File: src/rtl/vram_scanout_pkg.sv
// ---------------------------------------------------------------------------
// vram_scanout_pkg
// Shared video constants and types for the VRAM scanout block.
//   RST1_VECTOR / RST2_VECTOR : interrupt vectors (mid-screen / end of screen)
//   BYTES_PER_LINE            : VRAM bytes per active line (256 pixels / 8)
//   ACTIVE_W / ACTIVE_H       : visible area size in pixels and lines
//   COUNT_W / ADDR_W          : counter and VRAM address widths
// ---------------------------------------------------------------------------
package vram_scanout_pkg;

  localparam logic [7:0] RST1_VECTOR    = 8'hCF;
  localparam logic [7:0] RST2_VECTOR    = 8'hD7;
  localparam int         BYTES_PER_LINE = 32;
  localparam int         ACTIVE_W       = 256;
  localparam int         ACTIVE_H       = 224;
  localparam int         COUNT_W        = 9;
  localparam int         ADDR_W         = 13;

  typedef logic [COUNT_W-1:0] count_t;

  // Which pending interrupt is currently being presented to the CPU.
  typedef enum logic [1:0] {
    IRQ_NONE = 2'd0,
    IRQ_MID  = 2'd1,
    IRQ_END  = 2'd2
  } irq_src_e;

  // Vector the CPU sees for a given presented source; with nothing pending
  // the mid-screen vector is shown so the output has a defined idle value.
  function automatic logic [7:0] vector_for(input irq_src_e src);
    return (src == IRQ_END) ? RST2_VECTOR : RST1_VECTOR;
  endfunction

endpackage

File: src/rtl/video_timing.sv
// ---------------------------------------------------------------------------
// video_timing
// Raster counters plus registered sync/display-enable generation.
// Ports:
//   clk, rst_n      : clock, asynchronous active-low reset
//   enable          : scanout run; low holds the raster at (0,0), outputs 0
//   advance         : one pixel step this clock (pix_ce & enable)
//   hcount, vcount  : current raster position
//   active          : current position lies inside the visible area
//   line_start      : this advance edge wraps hcount to 0
//   next_vcount     : line number that will be entered at the wrap
//   de, hsync, vsync: registered, describe the position of the last advance
// ---------------------------------------------------------------------------
module video_timing
  import vram_scanout_pkg::*;
#(
  parameter int H_TOTAL  = 320,
  parameter int V_TOTAL  = 262,
  parameter int HS_START = 272,
  parameter int HS_LEN   = 24,
  parameter int VS_START = 234,
  parameter int VS_LEN   = 3
) (
  input  logic   clk,
  input  logic   rst_n,
  input  logic   enable,
  input  logic   advance,
  output count_t hcount,
  output count_t vcount,
  output logic   active,
  output logic   line_start,
  output count_t next_vcount,
  output logic   de,
  output logic   hsync,
  output logic   vsync
);

  localparam count_t H_LAST = count_t'(H_TOTAL - 1);
  localparam count_t V_LAST = count_t'(V_TOTAL - 1);
  localparam count_t HS_LO  = count_t'(HS_START);
  localparam count_t HS_HI  = count_t'(HS_START + HS_LEN);
  localparam count_t VS_LO  = count_t'(VS_START);
  localparam count_t VS_HI  = count_t'(VS_START + VS_LEN);
  localparam count_t ACT_W  = count_t'(ACTIVE_W);
  localparam count_t ACT_H  = count_t'(ACTIVE_H);

  logic last_h;
  logic last_v;
  logic hs_now;
  logic vs_now;

  always_comb begin
    last_h      = (hcount == H_LAST);
    last_v      = (vcount == V_LAST);
    active      = (hcount < ACT_W) && (vcount < ACT_H);
    hs_now      = (hcount >= HS_LO) && (hcount < HS_HI);
    vs_now      = (vcount >= VS_LO) && (vcount < VS_HI);
    line_start  = advance && last_h;
    next_vcount = last_v ? '0 : vcount + count_t'(1);
  end

  // The sync/de registers capture the position being left, so they lag the
  // counters by one advance and line up with the pixel leaving the shifter.
  always_ff @(posedge clk or negedge rst_n) begin
    if (!rst_n) begin
      hcount <= '0;
      vcount <= '0;
      de     <= 1'b0;
      hsync  <= 1'b0;
      vsync  <= 1'b0;
    end else if (!enable) begin
      hcount <= '0;
      vcount <= '0;
      de     <= 1'b0;
      hsync  <= 1'b0;
      vsync  <= 1'b0;
    end else if (advance) begin
      hcount <= last_h ? '0 : hcount + count_t'(1);
      if (last_h) begin
        vcount <= next_vcount;
      end
      de    <= active;
      hsync <= hs_now;
      vsync <= vs_now;
    end
  end

endmodule

File: src/rtl/vram_scanout.sv
// ---------------------------------------------------------------------------
// vram_scanout
// 1-bpp VRAM scanout with mid-screen and end-of-screen interrupts.
// Ports:
//   clk, rst_n        : clock, asynchronous active-low reset
//   pix_ce            : pixel advance enable
//   enable            : scanout run; low parks the raster and clears irqs
//   vram_addr         : VRAM byte address for the current position
//   vram_data         : combinational read data for vram_addr
//   pixel, de         : pixel value (0 outside active area), display enable
//   hsync, vsync      : active-high sync pulses
//   hcount, vcount    : current raster position
//   irq_pending       : at least one interrupt is waiting
//   irq_vector        : RST vector of the presented interrupt
//   irq_ack           : single-cycle acknowledge of the presented interrupt
// ---------------------------------------------------------------------------
module vram_scanout
  import vram_scanout_pkg::*;
#(
  parameter int H_TOTAL  = 320,
  parameter int V_TOTAL  = 262,
  parameter int HS_START = 272,
  parameter int HS_LEN   = 24,
  parameter int VS_START = 234,
  parameter int VS_LEN   = 3,
  parameter int MID_LINE = 96
) (
  input  logic              clk,
  input  logic              rst_n,
  input  logic              pix_ce,
  input  logic              enable,
  output logic [ADDR_W-1:0] vram_addr,
  input  logic [7:0]        vram_data,
  output logic              pixel,
  output logic              de,
  output logic              hsync,
  output logic              vsync,
  output logic [8:0]        hcount,
  output logic [8:0]        vcount,
  output logic              irq_pending,
  output logic [7:0]        irq_vector,
  input  logic              irq_ack
);

  logic     advance;
  logic     active;
  logic     line_start;
  count_t   next_vcount;
  logic     de_raw;
  logic [7:0] shift_q;
  logic     pend_mid;
  logic     pend_end;
  logic     mid_set;
  logic     end_set;
  logic     ack_mid;
  logic     ack_end;
  irq_src_e presented;

  assign advance = pix_ce & enable;

  video_timing #(
    .H_TOTAL  (H_TOTAL),
    .V_TOTAL  (V_TOTAL),
    .HS_START (HS_START),
    .HS_LEN   (HS_LEN),
    .VS_START (VS_START),
    .VS_LEN   (VS_LEN)
  ) u_timing (
    .clk         (clk),
    .rst_n       (rst_n),
    .enable      (enable),
    .advance     (advance),
    .hcount      (hcount),
    .vcount      (vcount),
    .active      (active),
    .line_start  (line_start),
    .next_vcount (next_vcount),
    .de          (de_raw),
    .hsync       (hsync),
    .vsync       (vsync)
  );

  // Row-major byte map, 32 bytes per line; only meaningful in the active area.
  assign vram_addr = ADDR_W'(int'(vcount) * BYTES_PER_LINE + int'(hcount[7:3]));

  // Pixel 0 of each byte is its bit 0, so the shifter moves right and the
  // LSB is always the pixel for the position just advanced past.
  always_ff @(posedge clk or negedge rst_n) begin
    if (!rst_n) begin
      shift_q <= 8'h00;
    end else if (!enable) begin
      shift_q <= 8'h00;
    end else if (advance && active) begin
      if (hcount[2:0] == 3'd0) begin
        shift_q <= vram_data;
      end else begin
        shift_q <= {1'b0, shift_q[7:1]};
      end
    end
  end

  assign de    = de_raw;
  assign pixel = shift_q[0] & de_raw;

  // Interrupt events fire on the advance that enters column 0 of the line.
  // End-of-screen outranks mid-screen, and an ack only clears the source
  // that is currently on irq_vector.
  always_comb begin
    mid_set   = line_start && (next_vcount == count_t'(MID_LINE));
    end_set   = line_start && (next_vcount == count_t'(ACTIVE_H));
    presented = IRQ_NONE;
    if (pend_end) begin
      presented = IRQ_END;
    end else if (pend_mid) begin
      presented = IRQ_MID;
    end
    ack_end = irq_ack && (presented == IRQ_END);
    ack_mid = irq_ack && (presented == IRQ_MID);
  end

  // A set that coincides with an ack of the same flag wins, so the event is
  // never lost; repeat sets while pending simply leave the flag high.
  always_ff @(posedge clk or negedge rst_n) begin
    if (!rst_n) begin
      pend_mid <= 1'b0;
      pend_end <= 1'b0;
    end else if (!enable) begin
      pend_mid <= 1'b0;
      pend_end <= 1'b0;
    end else begin
      pend_mid <= mid_set | (pend_mid & ~ack_mid);
      pend_end <= end_set | (pend_end & ~ack_end);
    end
  end

  assign irq_pending = pend_mid | pend_end;
  assign irq_vector  = vector_for(presented);

endmodule

File: config.mk
export PLATFORM = sky130hd
export DESIGN_NAME = vram_scanout
export DESIGN_NICKNAME = d
export VERILOG_FILES = /design/src/rtl/vram_scanout_pkg.sv /design/src/rtl/video_timing.sv /design/src/rtl/vram_scanout.sv
export SDC_FILE = /design/constraint.sdc
export NUM_CORES = 1
export LEC_CHECK = 0
export CAP_MARGIN = 0
export CORE_ASPECT_RATIO = 1.75
export CORE_MARGIN = 2
export CORE_UTILIZATION = 25
export CTS_CLUSTER_SIZE = 40
export DETAILED_ROUTE_END_ITERATION = 10
export PLACE_DENSITY = 0.51
export SLEW_MARGIN = 15
export SYNTH_ARGS = -nofsm -noshare
export SYNTH_HDL_FRONTEND = slang
export SYNTH_SLANG_ARGS = --single-unit
File: constraint.sdc
create_clock -name clk -period 3.1 [get_ports clk]
set_clock_uncertainty 0.2 [all_clocks]
set_input_delay 0.62 -clock clk [delete_from_list [all_inputs] [get_ports clk]]
set_output_delay 0.62 -clock clk [all_outputs]
set_load 0.03 [all_outputs]
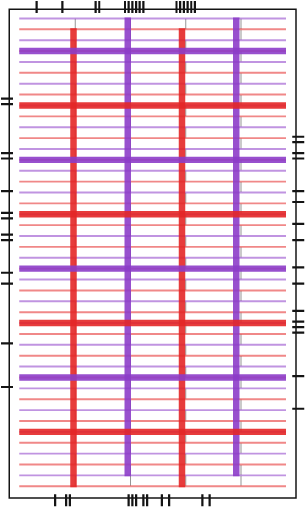
Fig. 1. Supply network (run 1).
Scale: 4 px per um. Pins as bars on the die edge. Tap cells in gray.
Key: red = VSS; purple = VDD
90 tap cells. 4 straps on met4. 57 signal pins sit on the boundary. The core has 43 rows.

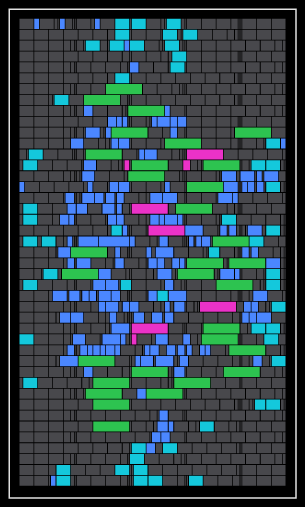
Fig. 2. Placed cells, one color a class (run 1).
Scale: 4 px per um. Fill, decap, tap and diode cells in gray.
Key: blue = remaining logic cells [cells 155, share of their area 41%]; cyan = remaining buffers and delay cells [cells 55, share of their area 22%]; magenta = clock drivers and dummy loads [cells 8, share of their area 5.6%]; green = registers [cells 31, share of their area 31%]

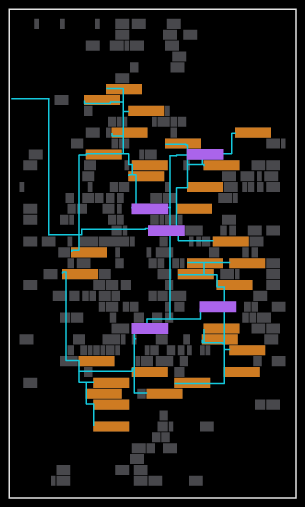
Fig. 3. Routed clock nets over the placement (run 1).
Scale: 4 px per um.
Key: orange = flip-flops [count 31]; cyan = clock wires [length 467 um]; purple = clock-net drivers [count 5]
There are 6 routed clock nets.
Power Clock: 0.457 mW
Late-Pin Clk Latency: 0.27 ns
Clock Power Share: 0.461

==> qor.txt, run 1 <==
Outcome = completed
Vias in the first global route = 1559
Post-layout util = 0.3302
Wirelength per Cell = 14.55 um
Reg2reg start = u_timing.vcount[2]
Final tally of setup violations = 0
Num CTS Buffers = 5
Post-synth EDFFs = 0
Pleak = 1.076 nW
Number of max-cap violations = 0
Top cells, area = dfrtp_1 39%, buf_4 8.3%, mux2i_1 5.1%
Hpwl dp = 3763 um
Number of H-tree levels = 2
Root Driver = clkbuf_16
Row Count = 43
Global route total overflow = 0
Comb power frac = 0.109
Max Clock Freq = 0.4117 GHz
Starting DRT DRC Count = 36
Worst R2R Setup Slack = 0.88 ns
Post-Syn Instances = 211
Post-synth ARST share = 1.000
Hold WC Path Type = register to register
Largest net degree at the start of global routing = 32
Layout cells sized above 1 = 0.08434
Routability congestion estimate = 0.7413
CP arrival = 2.36 ns
Final WL = 4934 um
Fin. max-slew vios = 0
Flop pwr share = 0.430
Unrepaired setup endpoints after global routing = no
Pwr/cell area = 385.1 nW/um^2
Clk buf depth = 2
Top power group = the clock network
Worst slew margin = 0.5866
Final period utilization = 0.7835
Clock slew at reported path FFs = 0.05 ns
# clock sinks = 31
ANT nets after route = 0
Synth unique cells = 45
Final hold violations = 0
CP endpoint = shift_q[1]
Diode count = 0
Critical path endpoint category = register
CTS tree = yes
First-pass GRT wire length = 7900 um
Yosys stat area = 1982 um^2
Average cell area after synthesis = 9.393 um^2
Via density = 4.791
Layout area overhead = 29.99%
DRC Markers = 0
Initial antenna violation count = 0
Min cycle time layout = 2.429 ns
GRT Total Usage = 0.1168
Detailed Routing Iterations Pass 1 = 4
Via count = 1624
Sw Share = 0.2349
FP Util = 0.2540
Cts repair resizes = 0
Pint = 0.7590 mW
Reg2reg end = u_timing.vcount[5]
Synth warnings = 0
Layout Nets = 266
Post-synth seq share = 0.3914
Critical path startpoint = enable
Power Sequential = 0.427 mW
Post-route setup TNS = 0 ns
Critical path fanouts, max = 11
Top-area cell type share of the netlist area = 0.3914
Die footprint = 8684 um^2
Post-CTS setup buffers = 0
Mapped Area = 1982 um^2
Tool warnings = 29
Ys flop type = dfrtp_1
Die width = 71.31 um
Comb pwr = 0.108 mW
Chip Height = 121.8 um
Tightest Pin Transition = 0.6149 ns
Crit path kind = input port to register
Registers, synthesis = 31
Largest area contributor in the netlist = dfrtp_1
Port Buffer Count = 50
Worst Setup Start Kind = input port
Cts hold-fix bufs = 0
Core ar. = 7801 um^2
Net switching power figure = 0.2330 mW
IO Pins = 57
# Cells Yosys = 211
Max IR drop VDD = 0.1793 mV
Critical Path RT = 3.03 ns
R2R depth = 5
[run 1: synth_stat cells, types with 3 or more instances]
cell type and number:
nand2b_1 5, buf_4 22, and2_1 4, xor2_1 6, nor2b_1 5, nor2_1 6, nand2_1 21, o211a_1 3
ha_1 5, xnor2_1 5, dfrtp_1 31, o21ai_0 15, or3_1 3, mux2i_1 10, nand4_1 10, a21boi_0 3
nand3_1 9, clkbuf_1 3, inv_1 9
[run 1: routing by layer]
| layer | global-route usage | share of wire | up-vias |
|---|---|---|---|
| met3 | 0.02564 | 0.046 | 6 |
| met5 | 0 | 0 | - |
| li1 | - | - | 783 |
| met2 | 0.2251 | 0.56 | 36 |
| met1 | 0.1211 | 0.37 | 799 |
| met4 | 0.03892 | 0.015 | 0 |
[run 1: critical path: stages]
cell and delay (ns):
clkdlybuf4s50_1 0.71, nand2_1 0.17, or4_1 0.60, nand3_1 0.14, o21ai_0 0.11
[run 1: kinds of logic after synthesis]
| group | synth area share |
|---|---|
| xor+xnor | 0.04861 |
| buf+inv | 0.1225 |
| compound gates | 0.1200 |
| fa+ha+maj | 0.03157 |
| other cells | 0.003789 |
| simple gates | 0.2317 |
| mux | 0.05051 |
| flops | 0.3914 |
[run 1: through the flow]
| stage | power [mW] | cells | setup WS (ns) | instance area (um^2) | hold slack, ns |
|---|---|---|---|---|---|
| floorplan | 0.5009 | 215 | 1.022 | 1997 | 0.1244 |
| global placement | 0.5429 | 331 | 0.3714 | 2439 | 0.2976 |
| detailed placement | 0.5434 | 331 | 0.3756 | 2439 | 0.2914 |
| finish | 0.9920 | 339 | 0.6711 | 2576 | 0.3025 |
| CTS | 1.009 | 339 | 0.6485 | 2576 | 0.3024 |
| global route | 1.040 | 339 | 0.5430 | 2576 | 0.3227 |
[run 1: placed cells by master (no fill, tap or decap), types with 6 or more instances in the layout]
master,count
clkdlybuf4s50_1,50
dfrtp_1,31
nand2_1,21
o21ai_0,15
nand4_1,10
mux2i_1,10
inv_1,9
nand3_1,9
xor2_1,6
nor2_1,6
conb_1,6
[run 1: flip-flops by register name, summed over array words and instances (netlist names)]
register,count
u_timing.de,1
u_timing.hcount,9
pend_mid,1
u_timing.vcount,9
shift_q,8
u_timing.hsync,1
u_timing.vsync,1
pend_end,1
[run 1: how the worst min path moves through the flow]
stage	from	slack (ns)	depth (start not counted)	endpoint
finish	u_timing.hsync	0.30	2	u_timing.hsync
global placement	shift_q[4]	0.30	2	shift_q[4]
detailed placement	u_timing.hsync	0.29	2	u_timing.hsync
global route	u_timing.hsync	0.32	2	u_timing.hsync
floorplan	rst_n	0.12	0	pend_end
CTS	u_timing.hsync	0.30	2	u_timing.hsync
[run 1: final cells by class]
class,count,area (um^2)
multi-input combinational,146,978.4
timing repair buffer,55,538.0
tap,90,112.6
clock inverter,1,5.005
sequential,31,775.7
fill,795,5225
clock buffer,7,132.6
inverter,9,33.78
Fig. 4: run 1, wiring by layer
Scale: 4 px per um.
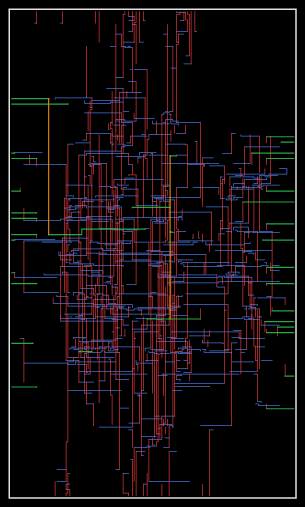

==> run 1 -> run 2 <==
Clock period 3.1 ns to 2.43 ns, I/O delays scaled along.
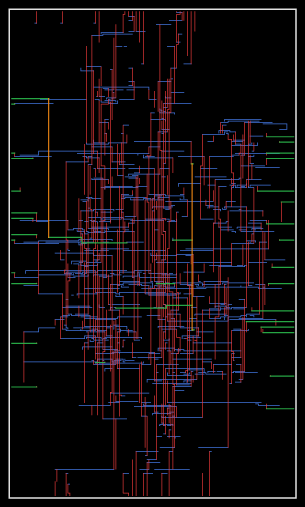
Fig. 5. Wiring by layer (run 2).
Scale: 4 px per um.
Key: orange = M4 [wire length 76.2 um]; red = M2 [wire length 2840 um]; green = M3 [wire length 217 um]; blue = M1 [wire length 1980 um]

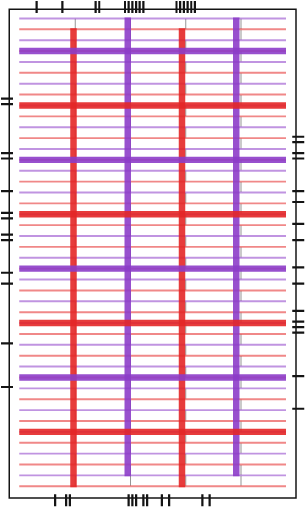
Fig. 6. Supply network (run 2).
Scale: 4 px per um. Pins as bars on the die edge. Tap cells in gray.
Key: red = VSS; purple = VDD
The core has 43 rows. 90 tap cells. 8 straps on met5. 44 met1 rails follow the rows. 4 straps on met4.

==> run 2 against run 1 <==
Sequential power is 27% higher. Combinational power is 34% higher. Sequential share of layout area is 0.77 points lower. Register-to-register slack worse by 0.61 ns. Via count is 0.62% lower. Global-route usage is 0.81 points higher. Clock-buffer cell count stayed put. Clock power is 27% higher. Critical path depth is 4 lower. Synthesized area stayed put. Setup slack worse by 0.52 ns. Critical endpoint is now vcount[6]. Largest power group unchanged.
==> qor.txt, run 2 <==
Outcome = completed
Via count = 1614
Initial antenna violation count = 0
Complex Gates by Area = 0.1199
Routability congestion estimate = 0.7613
DRC Markers = 0
Max stage delay on crit path = 0.75 ns
Cts repair resizes = 0
Final hold violations = 0
Layout area overhead = 33.40%
Core ar. = 7801 um^2
Post-synth ARST share = 1.000
Finished Layout Cells = 348
Slowest-stage cell, CP = clkdlybuf4s50_1
Starting DRT DRC Count = 56
FF+latch area = 775.7 um^2
Num CTS Buffers = 5
Post-route setup TNS = 0 ns
Largest net degree at the start of global routing = 32
Die footprint = 8684 um^2
Chip Height = 121.8 um
FILL cells = 802
CP Buf/Inv Count = 1
Yosys stat area = 1982 um^2
GRT Total Usage = 0.1249
Critical Path RT = 1.74 ns
CP arrival = 1.59 ns
Final period utilization = 0.9378
Clk buf depth = 2
# Cells Yosys = 211
First-pass GRT wire length = 8390 um
Top cell family by delay on the critical path = buffers and inverters
Mapped Area = 1982 um^2
Row Count = 43
Pwr/cell area = 481.1 nW/um^2
Worst Setup Start Kind = register
ANT nets after route = 0
Number of H-tree levels = 2
Late-Pin Clk Latency = 0.27 ns
Final tally of setup violations = 0
Layout cells sized above 1 = 0.1163
Top cells by count = 31 x dfrtp_1, 22 x buf_4, 21 x nand2_1
Post-synth EDFFs = 0
Hold WC Path Type = register to register
Synth warnings = 0
Max Clock Freq = 0.4388 GHz
Ys flop type = dfrtp_1
Tool warnings = 29
Port Buffer Count = 50
Wirelength per Cell = 14.68 um
Inst Count DP = 340
Pleak = 1.121 nW
Worst R2R Setup Slack = 0.27 ns
Largest area contributor in the netlist = dfrtp_1
Global route total overflow = 0
Vias in the first global route = 1612
Post-DP Area = 2506 um^2
Root Driver = clkbuf_16
Max IR drop VDD = 0.2175 mV
Fin. max-slew vios = 0
Post-Synth Simple-Gate Area = 0.2317
Mux area share = 0.05051
Most frequent logic cell in the layout = clkdlybuf4s50_1
Yosys xor share = 0.04861
Detailed Routing Iterations Pass 1 = 4
Registers, synthesis = 31
[run 2: final timing paths]
path                                          from            endpoint  depth (start not counted)
worst max-delay path            u_timing.vcount[6]           vcount[6]                          1
max in group asynchronous                    rst_n          shift_q[5]                          2
worst min-delay path                    shift_q[4]          shift_q[4]                          2
min in group asynchronous                    rst_n  u_timing.hcount[8]                          2
worst min register to register          shift_q[4]          shift_q[4]                          2
worst max register to register  u_timing.vcount[3]  u_timing.vcount[2]                          5
[run 2: power by group]
part | switching [mW] | internal, mW
Clock | 0.205 | 0.377
Combinational | 0.0806 | 0.0644
Sequential | 0.0126 | 0.532
Total | 0.298 | 0.973
[run 2: cells by family (layout without fill, tap and decap cells)]
kind of cell | Yosys count | in the layout
and+or+nand+nor | 78 | 78
buffers and inverters | 38 | 81
AOI/OAI and AO/OA | 36 | 36
DFF | 31 | 31
xor gates and xnor gates | 11 | 11
muxes | 10 | 10
adders and majority gates | 5 | 5
other | 2 | 6
[run 2: final cells by class]
| type | count | share of cell area |
|---|---|---|
| multi-input cells | 146 | 0.3701 |
| flip-flops and latches | 31 | 0.2934 |
| repair buffers | 64 | 0.2291 |
| clock buffers | 7 | 0.05017 |
| well taps | 90 | 0.04259 |
| inverters | 9 | 0.01278 |
| clock inverters | 1 | 0.001893 |
[run 2: layer usage]
layer | global-route usage | wire (um) | vias up
li1 | - | - | 799
met1 | 0.1342 | 1979 | 772
met2 | 0.2367 | 2838 | 37
met3 | 0.02730 | 216 | 6
met4 | 0.03892 | 76 | 0
met5 | 0 | 0 | -
[run 2: stage by stage]
step	worst slack [ns]	total power, mW	hold slack, ns	utilization
floorplan	0.3516	0.6390	-0.009591	-
global placement	0.1331	0.6989	0.2929	0.3213
detailed placement	0.08027	0.6996	0.2994	0.3213
CTS	0.1430	1.291	0.3098	0.3389
global route	0.04650	1.334	0.3325	0.3389
finish	0.1512	1.272	0.3054	0.3389
==> run 2 -> run 3 <==
Settings changed: GPL_ROUTABILITY_DRIVEN set to 0, SYNTH_HIERARCHICAL set to 1.
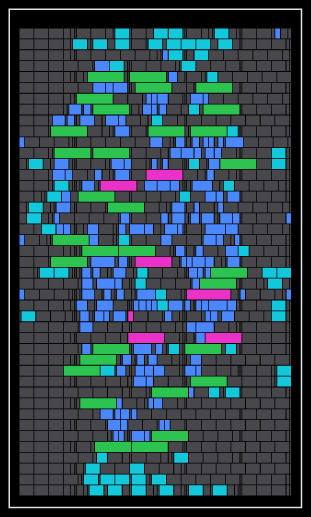
Fig. 7. Placed cells, one color a class (run 3).
Scale: 4 px per um. Fill, decap, tap and diode cells in gray.
Key: green = registers [cells 31, share of their area 29%]; magenta = clock drivers and dummy loads [cells 7, share of their area 6.0%]; blue = remaining logic cells [cells 167, share of their area 41%]; cyan = remaining buffers and delay cells [cells 67, share of their area 24%]

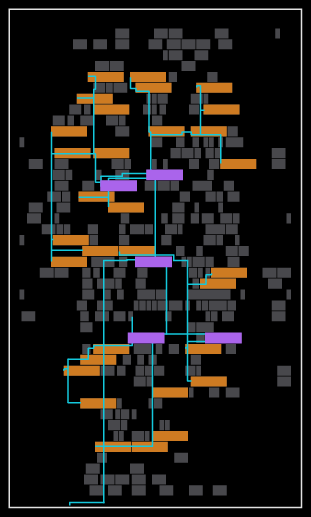
Fig. 8. Routed clock nets over the placement (run 3).
Scale: 4 px per um.
Key: cyan = clock wires [length 512 um]; purple = clock-net drivers [count 5]; orange = flip-flops [count 31]
There are 6 routed clock nets.

==> run 3 against run 2 <==
Sequential power down 0.7%. Final area up 4.5%. Utilization up 0.82 points. Non-clock buffer count up 3. Global-route usage down 0.39 points.
==> qor.txt, run 3 <==
Pleak = 1.163 nW
Reg2reg end = pend_mid
Worst R2R Setup Slack = 0.21 ns
Max Clock Freq = 0.4447 GHz
Fin. max-slew vios = 0
Largest area contributor in the netlist = dfrtp_1
Clock slew at reported path FFs = 0.05 ns
Post-Synth Simple-Gate Area = 0.2741
Most frequent logic cell in the layout = clkdlybuf4s50_1
Post-Synth Adder-Cell Area = 0.01819
Critical Path RT = 1.74 ns
Crit path cell chain = clkdlybuf4s50_1
Final hold violations = 0
Mux area share = 0.04427
Synth unique cells = 53
First-pass GRT wire length = 8445 um
Via density = 4.804
ANT nets after route = 0
Hpwl dp = 3903 um
Layout cells sized above 1 = 0.1471
Starting DRT DRC Count = 63
CP arrival = 1.56 ns
Slowest-stage cell, CP = clkdlybuf4s50_1
Unrepaired setup endpoints after global routing = no
# Cells Yosys = 226
Complex Gates by Area = 0.1219
Most Crowded Layer GR = met2
FF+latch area = 775.7 um^2
Crit path kind = register to output port
Post-synth seq share = 0.3760
Hold WC Path Type = register to register
Port Buffer Count = 50
Initial antenna violation count = 0
Top-area cell type share of the netlist area = 0.3760
CP endpoint = vram_addr[7]
Inst Count DP = 355
FILL cells = 852
Post-CTS setup buffers = 0
Row Count = 43
Cts hold-fix bufs = 0
Ys flop type = dfrtp_1
Post-DP Area = 2605 um^2
Min cycle time layout = 2.249 ns
Final period utilization = 0.9255
Cell with the most instances after synthesis = dfrtp_1
Logic area = 1074 um^2
Average cell area after synthesis = 9.129 um^2
Finished Layout Cells = 362
Registers, synthesis = 31
IO Pins = 57
Top comb family, area = simple AND/OR/NAND/NOR gates
Global routing usage on met1 = 0.1369
Outcome = completed
Routing usage on met2 = 0.2108
Core ar. = 7963 um^2
Die width = 72.67 um
Max IR drop VDD = 0.2461 mV
Critical path fanouts, max = 12
Most numerous logic cells after layout = 50 x clkdlybuf4s50_1, 31 x dfrtp_1, 20 x nand2_1
Late-Pin Clk Latency = 0.27 ns
Chip Height = 124.2 um
Largest net degree at the start of global routing = 32
Yosys xor share = 0.05094
Layout area overhead = 33.96%
Global route total overflow = 0
# clock sinks = 31
GRT Total Usage = 0.1210
Top flop regs = u_timing/hcount (9), u_timing/vcount (9), shift_q (8)
Wirelength per Cell = 14.39 um
Via count = 1739
Worst slew margin = 0.6481
Max stage delay on crit path = 0.74 ns
Tightest Pin Transition = 0.5262 ns
Yosys stat area = 2063 um^2
Final tally of setup violations = 0
Num CTS Buffers = 5
Number of H-tree levels = 2
Synth warnings = 6
Mapped Area = 2063 um^2
Post-synth EDFFs = 0
Detailed Routing Iterations Pass 1 = 4
Worst hold margin = 0.2696 ns
Reg2reg start = u_timing/vcount[1]
Number of max-cap violations = 0
Final instance area = 2764 um^2
Top cells by count = 31 x dfrtp_1, 20 x nand2_1, 19 x buf_4, 19 x nand3_1, 14 x nor2_1
CTS tree = yes
Tool warnings = 27
Top cells, area = dfrtp_1 38%, buf_4 6.9%, nand3_1 4.6%
Final WL = 5208 um
Critical path endpoint category = output port
Vias in the first global route = 1660
Met3 global-route usage = 0.02589
Post-Syn Instances = 226
Layout Nets = 288
Clk buf depth = 2
Critical path startpoint = u_timing/vcount[2]
Worst Setup Start Kind = register
Die footprint = 9024 um^2
DRC Markers = 0
Post-synth ARST share = 1.000
CP Depth = 1
Root Driver = clkbuf_16
Top cell family by delay on the critical path = buffers and inverters
CP Buf/Inv Count = 1
Pwr/cell area = 492.2 nW/um^2
Cts repair resizes = 0
R2R depth = 8
FP Util = 0.2591
Diode count = 0
## run 3: cell types whose count changed after synthesis, moves of 4 or more
cell and delta:
inv_1 -5, xor2_1 -4, xnor2_1 +5, nor2_1 +8, nand4_1 -7, o21ai_2 +6, a21oi_1 +4, nand3_1 +10
o21ai_0 -10
## run 3: per-stage QoR
stage	setup slack (ns)	setup TNS (ns)	util	total power [mW]
final	0.1811	0	0.3471	1.360
after floorplan	0.2581	0	-	0.6257
after global placement	-0.02296	-0.02296	0.3272	0.6776
after detailed placement	-0.03036	-0.03036	0.3272	0.6784
after CTS	0.1713	0	0.3471	1.379
after global routing	0.05425	0	0.3471	1.419
## run 3: final cells by class
type | count | area share
Clock inverter | 1 | 0.01086
Multi-Input combinational cell | 163 | 0.3884
Clock buffer | 6 | 0.04663
Inverter | 4 | 0.005432
Tap cell | 90 | 0.04074
Sequential cell | 31 | 0.2807
Timing Repair Buffer | 67 | 0.2273
## run 3: worst min-delay path by stage
stage / start / end / slack (ns) / depth (start not counted)
after floorplan: rst_n / pend_end / -0.01 / 0
after global placement: u_timing/vsync / u_timing/vsync / 0.27 / 2
after detailed placement: u_timing/vsync / u_timing/vsync / 0.26 / 2
after CTS: u_timing/vsync / u_timing/vsync / 0.28 / 2
after global routing: u_timing/vsync / u_timing/vsync / 0.30 / 2
final: u_timing/vsync / u_timing/vsync / 0.27 / 2
## run 3: power breakdown
group,leakage (nW),switching (mW),internal [mW]
sequential,0.426,0.0101,0.530
clock,0.0769,0.215,0.478
combinational,0.660,0.0732,0.0544
## run 3: layer usage
layer,wire (um),share of wire
met5,0,0
met2,2872,0.55
met1,2013,0.39
met3,199,0.038
met4,123,0.024
## run 3: logic make-up (layout without fill, tap and decap cells)
logic type / Yosys count / after routing
simple gates: 97 / 97
compound gates: 36 / 36
buf+inv: 36 / 78
flops: 31 / 31
xor+xnor: 12 / 12
mux: 9 / 9
fa+ha+maj: 3 / 3
other cells: 2 / 6
Power is estimated from default activity; no workload was simulated.
